Design uart_rx_framer_flat, sky130hd; sources not shown.
Figure 1. Supply network.
Pins as bars on the die edge.
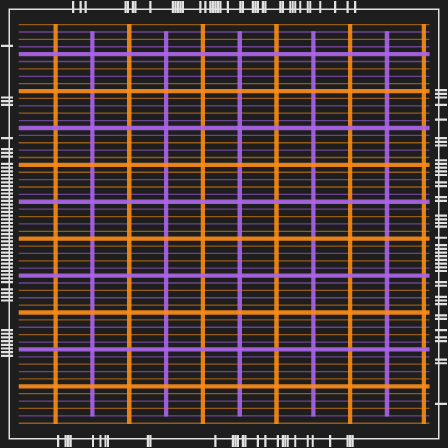
VSS: shown in orange. VDD: shown in purple.
11 straps on met4. 10 straps on met5. 165 signal pins sit on the boundary. 55 met1 rails follow the rows.
Die Ht: 157.7 microns
area of the core: 22230 sq um
Max VDD drop: 0.001199 V

Figure 2. Clock wiring as the flow saved it.
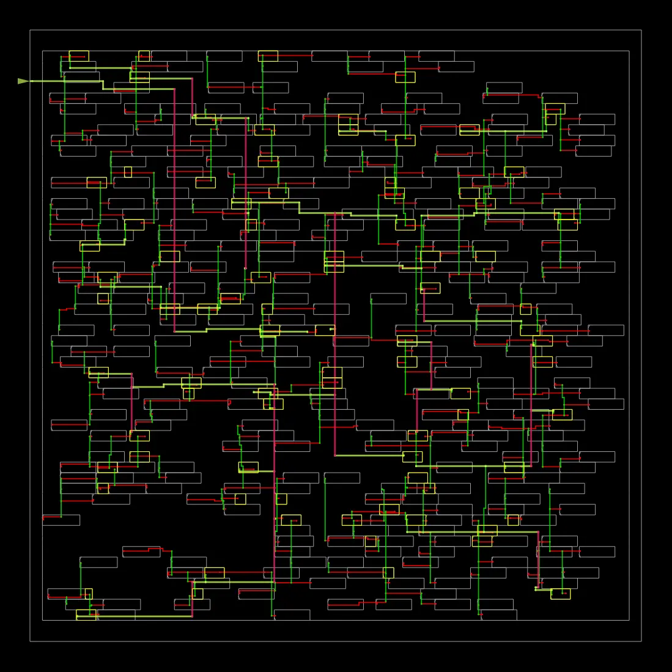
flop count: 305
CTS Buf Count: 48
clock latency on the worst-skew pair: 0.54 ns
CLK BUF: 85

Figure 3. Gate families picked out.
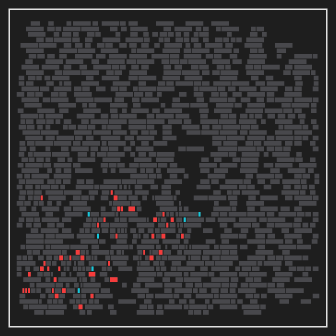
NAND gates: shown in red, cells 40. inverters: shown in cyan, cells 6.
fraction of area in multi-input gates: 0.2634
Non-Filler Instances: 1340
most frequent logic cell in the layout: dfrtp_1

==> flow_summary.ini <==
; synthesis and place-and-route metrics
[outcome]
status = completed

[yosys]
ys_cells = 758
synth_top_cell_by_count = dfrtp_1
syn_nets = 776
xor_share = 0.01865
flop_cell = dfrtp_1
yosysTopAreaCell = dfrtp_1
yosysTopAreaCellShare = 0.6503
yosys_warnings = 0
ys_async_sr_fraction = 1.000
yosysChipArea_sq_um = 11740
aoi_share = 0.007782
mux_share = 0.2578
topCombFamilyByArea = multiplexers
edf_count = 0
syn-instance-count = 758
synth_flop_count = 305
ys_types = 31
ys_sh_adder = 0.007462
synth_area_sq_um = 11740
area_leaders = dfrtp_1 65%, mux2_2 26%, xnor2_1 1.0%
avgSynthCellArea_sq_um = 15.48
ys_sh_simple = 0.04403
top_cells_by_count = 305 x dfrtp_1, 266 x mux2_2, 25 x nor2_1
ys_seq_share = 0.6503

[routing]
drt-pass1-iter-count = 4
top_layer_used = met4
avgRoutedWirePerCell_microns = 18.36
drt-met1-wl_mm = 10.37
wirelength_mm = 24.60
remaining_drc_errors = 0
routed-wl-met2_mm = 12.23
vias = 7090
ant_nets = 0
viasPerCell = 5.291
wl_met3_mm = 1.553
drt_iter0_markers = 206

[power_and_ir_drop]
p_leak_uw = 0.008194
powerClk_uw = 6230
clkPwrFrac = 0.334
maxPowerGroup = registers
p_comb_uw = 3920
power_density_nw_per_um2 = 1206
swShare = 0.2916
power_frac_comb = 0.210
p_int_uw = 13220
switchingPower_uw = 5441
power_uw = 18660
p_seq_uw = 8500
p_seq_frac = 0.456

[setup_path]
arrival_ns = 2.19
start_kind = register
cp.depth = 7
worstRegToRegCells = 7
crit_chain = inv_2 > ha_4 > nand2_4 > nor2_4 > buf_12 > buf_16 > mux2_2
cpPeakStageDelay_ns = 0.39
critPathCaptureType = register
critPathTopFamily = buffers and inverters
regToRegSetupSlack_ns = 0.03
cp.required_ns = 2.21
crit_fanout = 22
critPathBufInv = 3
path_class = reg -> reg
critPathSlowestCell = dfrtp_1

[final_timing]
max_clock_freq_mhz = 564.4
maxSlewHeadroom = 0.6512
finalWorstPathRequiredPeriod_ns = 1.772
tns_ns = 0
worst_slack_ns = 0.02829
setup_viol = 0
period_used_share = 0.9843
tightest_slew_ns = 0.5253
whs_ns = 0.2668
fin_worst_skew_ns = 0.01545
hold_viol = 0
slew_viol_final = 0
rsz0062_at_grt = true

[global_route]
grt_util_all_layers = 0.2018
grt_pass1_wl_mm = 40.13
grt.busiest_layer = met2
grt.overflow.total = 0
grtUsageMet3 = 0.05714
grt_max_degree = 60
met2_usage = 0.3348
first_global_vias = 7609
use_met1 = 0.2627
antenna_found_initial = 0

[cells_and_area]
syn_to_final_growth_pct = 31.85
fill_cells = 1566
seq_share = 0.4941
ff_latch_area_sq_um = 7647
clock_area_frac = 0.06937
nonClkBufAreaFrac = 0.1490
largest_reg_flops = 120
drive_above_1_share = 0.5009
antenna-diode-count = 0
final_core_util = 0.6962
dominant_cells = registers
finalInstanceArea_sq_um = 15480
nMultiInputCombCells = 415
most-common-layout-cells = 293 x dfrtp_1, 266 x mux2_2, 120 x buf_4, 93 x dlygate4sd2_1, 68 x clkbuf_8
num-nonclk-inverters = 6
nets = 1041
buffers = 247
mi_logic_area_sq_um = 4076

[hold_path]
hp-class = in -> async

[placement]
placed_area_sq_um = 14270
port_buffers = 164
dpl_worst_slack_ns = -0.1639
dpl.cell_count = 1242
hpwl_mm = 17.15
globalplace.congestion = 0.8627

[clock_tree]
root_buffer = clkbuf_8
cts_tree = yes
cts_resized = 104
cts_hold_buf = 1
post-cts-setup-buffer-count = 0
cts_num_sinks = 305
path_clk_slew_ns = 0.06
clk_path_buf_depth = 3
htreeDepth = 2

[die]
die_x_microns = 157.7
fp_util = 0.5280
tap_cells = 280
die_area_sq_um = 24870
rows = 54
ioPinCount = 165

[flow_run]
tool_warnings = 32
maxCapViolCount = 0
